### src/rtl/spi_pkg.sv
// Shared types and constants for the SPI flash read controller.
package spi_pkg;

    typedef enum logic [2:0] {
        IDLE,
        START,
        SHIFT,
        STOP,
        DONE
    } spi_state_t;

    localparam logic [7:0] READ_CMD   = 8'h03;
    localparam int         FRAME_BITS = 64;

    // First received byte lands in the least significant byte.
    function automatic logic [31:0] le_pack(input logic [31:0] rx);
        return {rx[7:0], rx[15:8], rx[23:16], rx[31:24]};
    endfunction

endpackage

### src/rtl/spi_clk_div.sv
// Half-period tick generator for the SPI serial clock.
module spi_clk_div #(
    parameter int DIV = 4
) (
    input  logic clk,
    input  logic reset,
    input  logic clear,
    output logic tick
);

    localparam int W = $clog2(DIV);

    logic [W-1:0] cnt;

    assign tick = (cnt == W'(DIV - 1));

    always_ff @(posedge clk) begin
        if (!reset || clear) begin
            cnt <= '0;
        end else if (tick) begin
            cnt <= '0;
        end else begin
            cnt <= cnt + W'(1);
        end
    end

endmodule

### src/rtl/spi_flash_ctrl.sv
// SPI mode-0 flash controller issuing a 0x03 read and returning one
// little-endian 32-bit word per request.
module spi_flash_ctrl
    import spi_pkg::*;
#(
    parameter int CLK_DIV = 4
) (
    input  logic        clk,
    input  logic        reset,
    input  logic        spi_enable,
    input  logic [23:0] spi_addr,
    output logic [31:0] spi_data,
    output logic        spi_ack,
    output logic        busy,
    output logic        spi_sclk,
    output logic        spi_cs_n,
    output logic        spi_mosi,
    input  logic        spi_miso
);

    spi_state_t  state;
    logic [31:0] tx;
    logic [31:0] rx;
    logic [6:0]  bit_cnt;
    logic        tick;

    assign busy = (state != IDLE);

    spi_clk_div #(
        .DIV(CLK_DIV)
    ) u_div (
        .clk  (clk),
        .reset(reset),
        .clear(state == IDLE),
        .tick (tick)
    );

    always_ff @(posedge clk) begin
        if (!reset) begin
            state    <= IDLE;
            spi_cs_n <= 1'b1;
            spi_sclk <= 1'b0;
            spi_mosi <= 1'b0;
            spi_ack  <= 1'b0;
            spi_data <= '0;
            tx       <= '0;
            rx       <= '0;
            bit_cnt  <= '0;
        end else begin
            // Registered ack trails DONE by one cycle, giving a pulse
            // even when the requester already let go of spi_enable.
            spi_ack <= (state == DONE);
            unique case (state)
                IDLE: begin
                    if (spi_enable) begin
                        tx       <= {READ_CMD, spi_addr};
                        spi_mosi <= READ_CMD[7];
                        spi_cs_n <= 1'b0;
                        state    <= START;
                    end
                end
                START: begin
                    if (tick) state <= SHIFT;
                end
                SHIFT: begin
                    if (tick) begin
                        if (!spi_sclk) begin
                            spi_sclk <= 1'b1;
                            rx       <= {rx[30:0], spi_miso};
                        end else begin
                            spi_sclk <= 1'b0;
                            tx       <= {tx[30:0], 1'b0};
                            spi_mosi <= tx[30];
                            bit_cnt  <= bit_cnt + 7'd1;
                            if (bit_cnt + 7'd1 == 7'(FRAME_BITS)) begin
                                bit_cnt  <= '0;
                                spi_cs_n <= 1'b1;
                                spi_mosi <= 1'b0;
                                spi_data <= le_pack(rx);
                                state    <= STOP;
                            end
                        end
                    end
                end
                STOP: begin
                    if (tick) state <= DONE;
                end
                DONE: begin
                    if (!spi_enable) state <= IDLE;
                end
                default: state <= IDLE;
            endcase
        end
    end

endmodule

### config.mk
export PLATFORM = sky130hd
export DESIGN_NAME = spi_flash_ctrl
export DESIGN_NICKNAME = d
export VERILOG_FILES = /design/src/rtl/spi_pkg.sv /design/src/rtl/spi_clk_div.sv /design/src/rtl/spi_flash_ctrl.sv
export SDC_FILE = /design/constraint.sdc
export NUM_CORES = 1
export LEC_CHECK = 0
export CAP_MARGIN = 0
export CORE_MARGIN = 2
export CORE_UTILIZATION = 55
export DETAILED_ROUTE_END_ITERATION = 10
export GPL_TIMING_DRIVEN = 0
export PLACE_DENSITY = 0.78
export SLEW_MARGIN = 5
export SYNTH_ARGS = -nofsm -noshare
export SYNTH_HDL_FRONTEND = slang
export SYNTH_SLANG_ARGS = --single-unit
### constraint.sdc
create_clock -name clk -period 2.9 [get_ports clk]
set_input_delay 0.725 -clock clk [delete_from_list [all_inputs] [get_ports clk]]
set_output_delay 0.725 -clock clk [all_outputs]
set_load 0.01 [all_outputs]
Fig. 1: run 1, cell sizes after repair
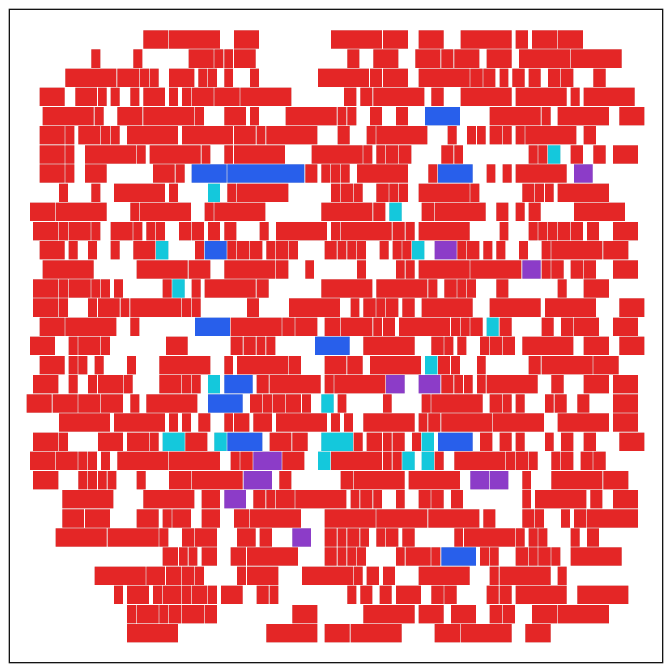
[cyan] _2 cells | cells: 17 | most used: buf_2
[purple] _3 and _4 cells | cells: 11 | most used: buf_4
[blue] _6 and larger | cells: 12 | most used: clkbuf_8
[red] _0 and _1 cells | cells: 580 | most used: nand2_1
worst setup margin: 0.173 ns
bufs w/o clock: 108
Final Instance Area: 5290 µm²
Area Overhead vs Synth: 22.5%

Fig. 2: run 1, metal 1
Supply wires on this layer in gray.
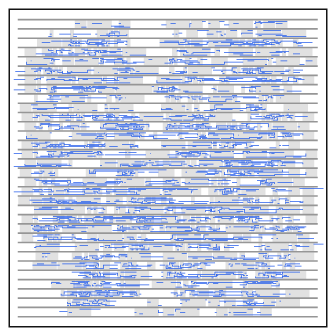
longest straight run: 23.0 µm
nets with wire on the layer: 589

Fig. 3: run 1, clock network drawn from the DEF
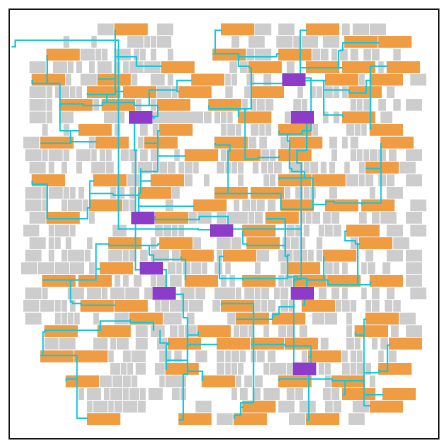
[purple] clock drivers | count: 9
[orange] flip-flops | count: 111
[cyan] clock wires | length: 1180 µm
routed clock nets: 10
flops lie: all over the die

Fig. 4: run 1, placed cells, one color a class
Bar = 20 µm.
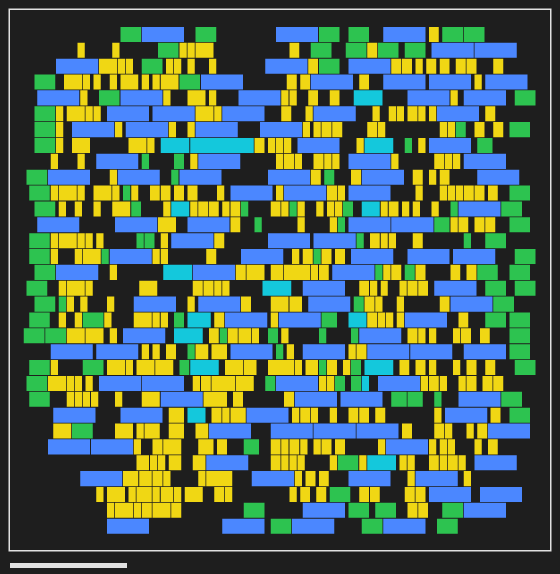
[green] other buffers and delay cells | cells: 108 | share of their area: 16%
[cyan] clock drivers and dummy loads | cells: 16 | share of their area: 4.0%
[yellow] combinational and other logic | cells: 385 | share of their area: 37%
[blue] flops | cells: 111 | share of their area: 43%

## run 1: cells in the mapped netlist, drive strengths merged
master   number  share of area
or3           1         0.0015
xnor2         4         0.0081
nor2b         1         0.0015
o21a          2         0.0035
a32oi         1         0.0020
ha            2         0.0058
nor3b         2         0.0046
o21ai        35          0.041
clkbuf       21          0.019
dfxtp       111           0.51
a21o          1         0.0017
and3          2         0.0029
xor2          2         0.0041
a2bb2oi       1         0.0020
buf          23          0.029
nand4b        1         0.0020
nand2       160           0.14
nor3          7         0.0081
o211ai        1         0.0017
or4           1         0.0017
nand3        40          0.046
or2           1         0.0015
a211o         1         0.0020
nor4          1         0.0015
nor2         36          0.033
a311oi       24          0.049
nand2b        2         0.0029
a211oi        1         0.0017
nand4         3         0.0043
a21oi        44          0.052
nor4b         2         0.0041
inv           4         0.0035
nand3b        1         0.0017
and2          1         0.0015
## run 1: per-layer routing
metal | up-vias | global-route usage | wire, µm
met2 | 116 | 0.409 | 4890
li1 | 1970 | - | -
met5 | - | 0 | 0
met3 | 13 | 0.0317 | 452
met1 | 1855 | 0.275 | 4260
met4 | 0 | 0.0883 | 123
## run 1: worst max-delay path by stage
stage / start / endpoint / slack [ns] / cells past startpoint
final: state[2] / busy / 0.17 / 4
after global routing: state[2] / busy / 0.07 / 4
after CTS: state[2] / busy / 0.15 / 4
after detailed placement: spi_enable / tx[8] / 0.26 / 6
after global placement: spi_enable / tx[4] / 0.32 / 6
after floorplan: spi_enable / tx[10] / 1.11 / 6
## run 1: stage by stage
step           hold slack [ns]  instances  setup WS (ns)
4_1_cts                  0.445        722          0.153
2_1_floorplan            0.408        540           1.11
3_3_place_gp             0.418        706          0.324
5_1_grt                  0.471        722         0.0666
3_5_place_dp             0.431        706          0.264
6_report                 0.441        722          0.173
==> run notes, run 1 <==
fresh numbers from the pnr run: number of cells on the worst hold path 1, final count of hold timing violations 0, Syn. warnings 0, post-synth cell types around 42, Hold Path Class reg2reg, antenna violations before repair 0, post-route clock skew approximately 0.019 ns, vias per std cell 5.48, area fraction in xor and xnor cells 0.0122, Register Area 2220 µm², setup bufs post-CTS 0, peak fanout along the critical path 9, post-CTS sizing 0, critical path's slowest cell nor3_1, Seq power around 1600 µW, n_taps roughly 100, DIE HEIGHT about 90 µm, fin util 0.692, Critical Path AT roughly 2 ns, Flop pwr share 0.582, die area roughly 8600 µm², yosys stat area between 4000 and 5000 µm², dpl hpwl between 7000 and 8000 µm, VDD IR max slightly above 0.3 mV, Logic power comb roughly 180 µW, status complete, no violations, Total GRT Usage 0.228, drt drc 0, Multi-In Gates roughly 380, R2R Setup Slk a little under 0.9 ns, Slew @ Worst Pin approximately 0.70 ns, Critical Path RT about 2.2 ns, fp util 0.564, Latency at later pin ~0.37 ns, largest registers rx (32), spi_data (32), tx (31), end of the worst hold path u_div.cnt[0], Die Width roughly 93 µm, clk tree area frac 0.0386, Comb area between 1500 and 2000 µm², dominant class by area sequential cells, filler instances approximately 630, Reg-to-Reg Start u_div.cnt[0], Crit Path Class reg2out, largest net degree at the start of global routing 20, # H-tree levels 3, r2r worst-path depth 9, fraction of the mapped netlist area in compound gates 0.156, clkbuf count 10, Critical Path Start Type flip-flop, AND/OR/NAND/NOR Cells, Area Fraction 0.260, first-pass GRT wire length between 15000 and 20000 µm, DRT iter0 DRCs 210, register area share after synthesis 0.515, Seq area share 0.420, CTS root buf clkbuf_8, I/O Buffers 64, post-route ant nets 0, switching share of power 0.244, Non-clock buffer share 0.160, floorplan row count 32, pwr dens 514 nW/µm², TritonCTS buffer count 9, Power Clock ~950 µW, # clock sinks about 110, WP buf/inv 3, setup TNS 0 ns, diode count 0, Final min period around 2.7 ns, Mapped Nets ~570, Inverters 4, number of global-route vias before repair roughly 3.6k, logic share of the area 0.354, CP max stage delay 0.54 ns, max-cap violations 0, flip-flops around 110, Slew headroom 0.532, clock power share 0.351, reg2reg end spi_data[30], Overflow after GRT 0, WL/cell 13.5 µm, Hold Crit Start u_div.cnt[0], GP Congestion approximately 0.8, logic gate share of total power 0.067
==> run 2: changes to the inputs <==
CORE_UTILIZATION = 35   (was 55)
HOLD_SLACK_MARGIN = 0.08   (was not set)
PLACE_DENSITY = 0.53   (was 0.78)
Fig. 5: run 2, clock routing
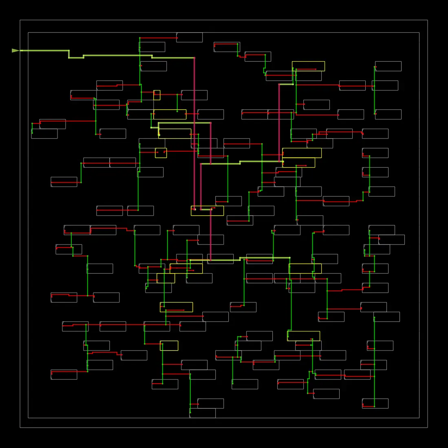
# clock sinks: 111
Latency at later pin: 0.34 ns
clkbuf count: 11

==> run notes, run 2 <==
fresh numbers from the pnr run: AND/OR/NAND/NOR Cells, Area Fraction 0.260, Slew @ Worst Pin 0.639 ns, fin util 0.453, DIE HEIGHT 115 µm, WL/cell approximately 13 µm, CTS tree done, number of global-route vias before repair roughly 3.5k, GP Congestion roughly 0.75, Slew headroom 0.571, most frequent cells in the layout nand2_1 (159), dfxtp_1 (111), clkdlybuf4s50_1 (64), Pre-antenna DRT Iters 4, crit end category output pin, area share, top type 0.515, dpl ws between 0.2 and 0.3 ns, largest net degree at the start of global routing 17, Die Width ~120 µm, status complete, no violations, Final min period around 2.7 ns, largest family of logic cells by area simple AND/OR/NAND/NOR gates, pwr dens around 550 nW/µm², Cell Area, Placed between 5000 and 6000 µm², first-pass GRT wire length around 17000 µm, CTS Buffer Depth 2, # Cells Yosys ~540, post-CTS sizing 0, Post-synth EDFFs 0, Reg clk slew, reported paths 0.07 ns, pins over their slew limit 0, Mapped Nets roughly 570, yosys stat area about 4300 µm², final net count between 600 and 700, DRT iter0 DRCs between 150 and 200, fp util 0.359, Commonest Layout Cell nand2_1, tool warning count 26, Overflow after GRT 0, routed vias about 3.8k, post-route clock skew around 0.0064 ns, f_max between 0.3 and 0.4 GHz, leakage between 0.0015 and 0.002 µW, largest registers rx (32), spi_data (32), tx (31), TritonCTS buffer count 9, share of post-route cells with drive strength above 1 0.0631, dpl hpwl 7280 µm, drt drc 0, diode count 0, VDD IR max 0.283 mV, final std cells w/o fill 765, Finish-stage setup viols 0, biggest area cells dfxtp_1 (51%), nand2_1 (14%), a21oi_1 (5.0%), a311oi_1 (4.9%), nand3_1 (4.6%), I/O Buffers 64, Syn Area/Cell around 8 µm², # IOs 65, Post-CTS Hold Fix Bufs 0, Final Instance Area roughly 5400 µm², Critical Path RT 2.17 ns, vias per std cell approximately 5, worst setup margin 0.194 ns, Area Overhead vs Synth 26.0%, power consumption around 3000 µW, core area 12000 µm², die area 13200 µm², max-cap violations 0, area of the mapped netlist between 4000 and 5000 µm², largest area contributor in the netlist dfxtp_1, most frequent cell after synthesis nand2_1, Critical Path AT ~2.0 ns, peak fanout along the critical path 9, CTS root buf clkbuf_16, setup bufs post-CTS 0, ys async rst share 0, final count of hold timing violations 0, fin crit share 0.933, Gate Count Post-Synth between 500 and 600, setup TNS 0 ns, Critical Path Start Type flip-flop, Crit Path Class reg2out, RSZ-0062 raised after global routing false, post-synth cell types between 40 and 50, Hold Path Class reg2reg, floorplan row count about 40, post-route ant nets 0, Post-synth top cells nand2_1 (159), dfxtp_1 (111), a21oi_1 (43), nand3_1 (40), nor2_1 (35), area fraction in xor and xnor cells 0.0122, placed insts 751, Total GRT Usage 0.159, Post-synth top flop dfxtp_1, wirelength, routed about 10000 µm, ys flops 111, Synth mux share 0, hold slack final 0.439 ns, register area share after synthesis 0.515, fraction of the mapped netlist area in compound gates 0.156, Syn. warnings 0, antenna violations before repair 0, # H-tree levels 3, Adder Area Share 0.00580
Fig. 6: run 2, placed cells, one color a class
Bar = 20 µm.
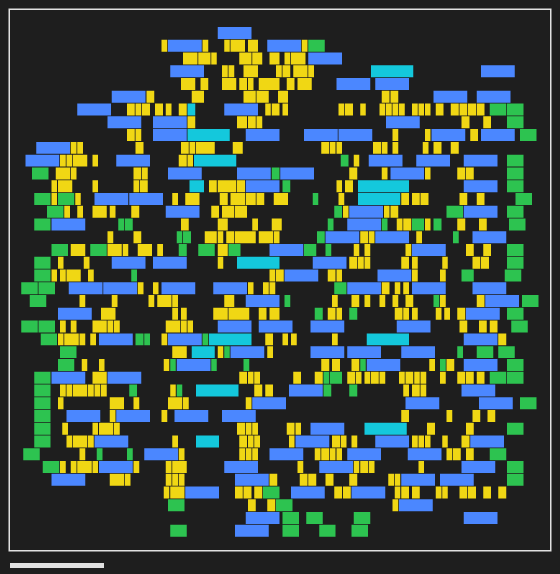
[cyan] clock drivers and dummy loads | cells: 14 | share of their area: 5.6%
[green] other buffers and delay cells | cells: 108 | share of their area: 16%
[blue] flops | cells: 111 | share of their area: 42%
[yellow] combinational and other logic | cells: 385 | share of their area: 36%

## run 2: cell types whose count changed in the layout (fill, tap and decap cells not counted), sizes merged
cell	delta
inv	-2
clkbuf	+1
clkinv	-1
## run 2: final timing paths
| kind | from | endpoint | slack, ns | cells past startpoint |
|---|---|---|---|---|
| setup / recovery | state[2] | busy | 0.19 | 4 |
| hold / removal | u_div.cnt[0] | u_div.cnt[0] | 0.44 | 1 |
| setup reg to reg | u_div.cnt[0] | spi_data[29] | 0.81 | 8 |
| hold reg to reg | u_div.cnt[0] | u_div.cnt[0] | 0.44 | 1 |
## run 2: cell families after synthesis
kind of cell    count (synthesis)
xor+xnor                        6
simple gates                  262
compound gates                111
fa+ha+maj                       2
flops                         111
buf+inv                        48
## run 2: where the power goes
| part | internal (µW) | leakage, µW | total [µW] | switching (µW) |
|---|---|---|---|---|
| clock network | 708 | 0.000147 | 1250 | 538 |
| logic | 80.6 | 0.000817 | 183 | 102 |
| registers | 1560 | 0.000901 | 1580 | 19.8 |
## run 2: layout make-up
| cell class | instances | area (µm²) |
|---|---|---|
| multi-input combinational | 381 | 1870 |
| timing repair buffer | 64 | 641 |
| clock inverter | 3 | 43.8 |
| sequential | 111 | 2220 |
| buffer | 44 | 206 |
| inverter | 4 | 15.0 |
| tap | 147 | 184 |
| clock buffer | 11 | 253 |
| fill | 1209 | 6570 |
## run 2: layer usage
layer | vias up | GRT usage | wire, µm
met1 | 1735 | 0.212 | 5000
met5 | - | 0 | 0
met2 | 91 | 0.249 | 4440
met3 | 14 | 0.0422 | 490
met4 | 0 | 0.0546 | 136
li1 | 1976 | - | -
## run 2: worst max-delay path: stages, from the launching register on
cell	delay (ns)
dfxtp_1	0.29
buf_2	0.17
nor3_1	0.53
inv_1	0.14
clkdlybuf4s50_1	0.51
==> run 3: changes to the inputs <==
CORE_MARGIN = 5   (was 2)
Fig. 7: run 3, clock routing
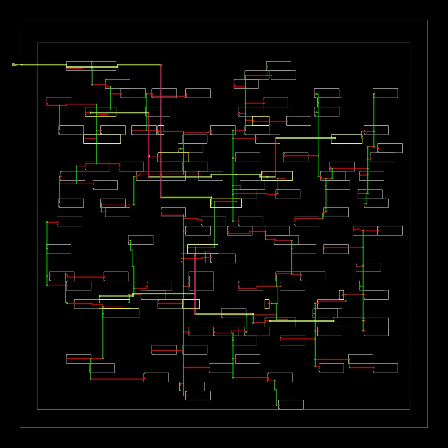
flip-flops: 111
Power Clock: 1340 µW
Latency at later pin: 0.35 ns
post-route clock skew: 0.00712 ns

==> run notes, run 3 <==
fresh numbers from the pnr run: Finish-stage setup viols 0, filler instances 1252, leakage approximately 0.0019 µW, largest area contributor in the netlist dfxtp_1, Comb area between 1500 and 2000 µm², pwr dens between 500 and 600 nW/µm², Hold Crit Start u_div.cnt[0], most frequent cells in the layout nand2_1 (159), dfxtp_1 (111), clkdlybuf4s50_1 (64), register area share after synthesis 0.515, RSZ-0062 raised after global routing false, Total GRT Usage 0.145, Critical Path RT 2.17 ns, Routed met1 length 4960 µm, die area around 15000 µm², tool warning count 26, Post-synth top flop dfxtp_1, Crit Path Class reg2out, end of the worst hold path u_div.cnt[0], drt drc 0, setup TNS 0 ns, setup bufs post-CTS 0, Flop pwr share 0.510, Die Width between 100 and 150 µm, critical path's slowest cell clkdlybuf4s50_1, floorplan row count around 40, area of the mapped netlist 4320 µm², Critical Path AT between 1.5 and 2 ns, r2r worst-path depth 8, Post-synth EDFFs 0, largest registers rx (32), spi_data (32), tx (31), Seq power ~1600 µW, Final min period 2.59 ns, dpl hpwl ~7300 µm, P_sw roughly 650 µW, status complete, no violations, delay-heaviest family, CP buffers and inverters, number of cells on the worst hold path 1, DIE HEIGHT 121 µm, core area approximately 12000 µm², fin crit share 0.892, number of global-route vias before repair about 3.6k, largest net degree at the start of global routing 17, final count of hold timing violations 0, peak fanout along the critical path 9, Slew @ Worst Pin roughly 0.68 ns, Post-CTS Hold Fix Bufs 0, top sig layer met4, GP Congestion just under 0.8, TritonCTS buffer count 9, Logic power comb about 180 µW, VDD IR max about 0.36 mV, CP max stage delay a little under 0.5 ns, R2R Setup Slk about 0.87 ns, yosys stat area between 4000 and 5000 µm², pins over their slew limit 0, met2 WL between 4000 and 5000 µm, Final Instance Area around 5500 µm², Commonest Layout Cell nand2_1, I/O Buffers 64, Slew headroom 0.544, Cell Area, Placed a little over 5000 µm², ys async rst share 0, CTS root buf clkbuf_16, Hold Path Class reg2reg, WP buf/inv 3, CTS tree done, # IOs 65, routed vias ~3.7k, Reg-to-Reg Start u_div.cnt[0], Max power group registers, post-synth cell types around 42, final net count approximately 650, final std cells w/o fill between 700 and 800, Power Internal ~2400 µW, first-pass GRT wire length about 17000 µm, Register Area ~2200 µm², max-cap violations 0, post-route ant nets 0
Fig. 8: run 3, clock network drawn from the DEF
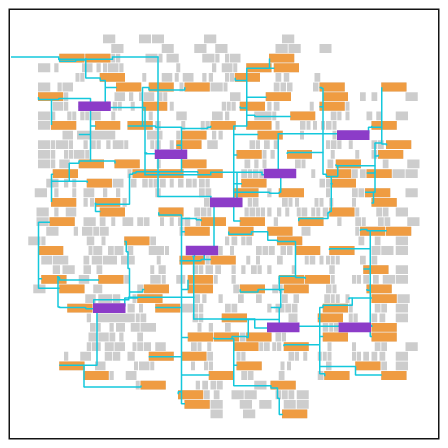
[orange] flip-flops | count: 111
[purple] clock drivers | count: 9
[cyan] clock wires | length: 1330 µm
routed clock nets: 10
clock power share: 0.431

-- run 3: cell counts after synthesis --
Identical to the previous run, type by type.
-- run 3: kinds of logic (layout without fill, tap and decap cells) --
family,after synthesis,count (layout),share of synthesized area
fa+ha+maj,2,2,0.00580
xor+xnor,6,6,0.0122
flops,111,111,0.515
compound gates,111,111,0.156
buf+inv,48,128,0.0513
simple gates,262,262,0.260
-- run 3: layer usage --
layer	vias up	track usage
li1	1975	-
met1	1706	0.188
met2	56	0.233
met3	10	0.0462
met4	0	0.0390
met5	-	0
-- run 3: per-stage QoR --
stage | util | hold slack, ns | power (µW)
3_3_place_gp | 0.428 | 0.414 | 1790
2_1_floorplan | - | 0.408 | 1720
5_1_grt | 0.455 | 0.454 | 3230
3_5_place_dp | 0.428 | 0.426 | 1800
4_1_cts | 0.455 | 0.436 | 3140
6_report | 0.455 | 0.430 | 3100
-- run 3: worst reg2reg max path: stages, from the launching register on --
cell      delay (ns)
dfxtp_1         0.31
ha_1            0.28
and3_1          0.21
buf_4           0.15
and2_1          0.18
o211ai_1        0.19
buf_4           0.25
clkbuf_2        0.22
o21ai_0         0.12
-- run 3: final cells by class --
type | instances | area share
buffer | 44 | 0.0376
clock buffer | 13 | 0.0474
clock inverter | 3 | 0.0118
inverter | 4 | 0.00273
multi-input combinational | 381 | 0.341
sequential | 111 | 0.405
tap | 168 | 0.0383
timing repair buffer | 64 | 0.117
-- run 3: how the worst max path moves through the flow --
stage	endpoint	cells past startpoint
2_1_floorplan	tx[10]	6
3_3_place_gp	tx[0]	5
3_5_place_dp	tx[11]	6
4_1_cts	busy	4
5_1_grt	busy	4
6_report	busy	4
Power is estimated from default activity; no workload was simulated.
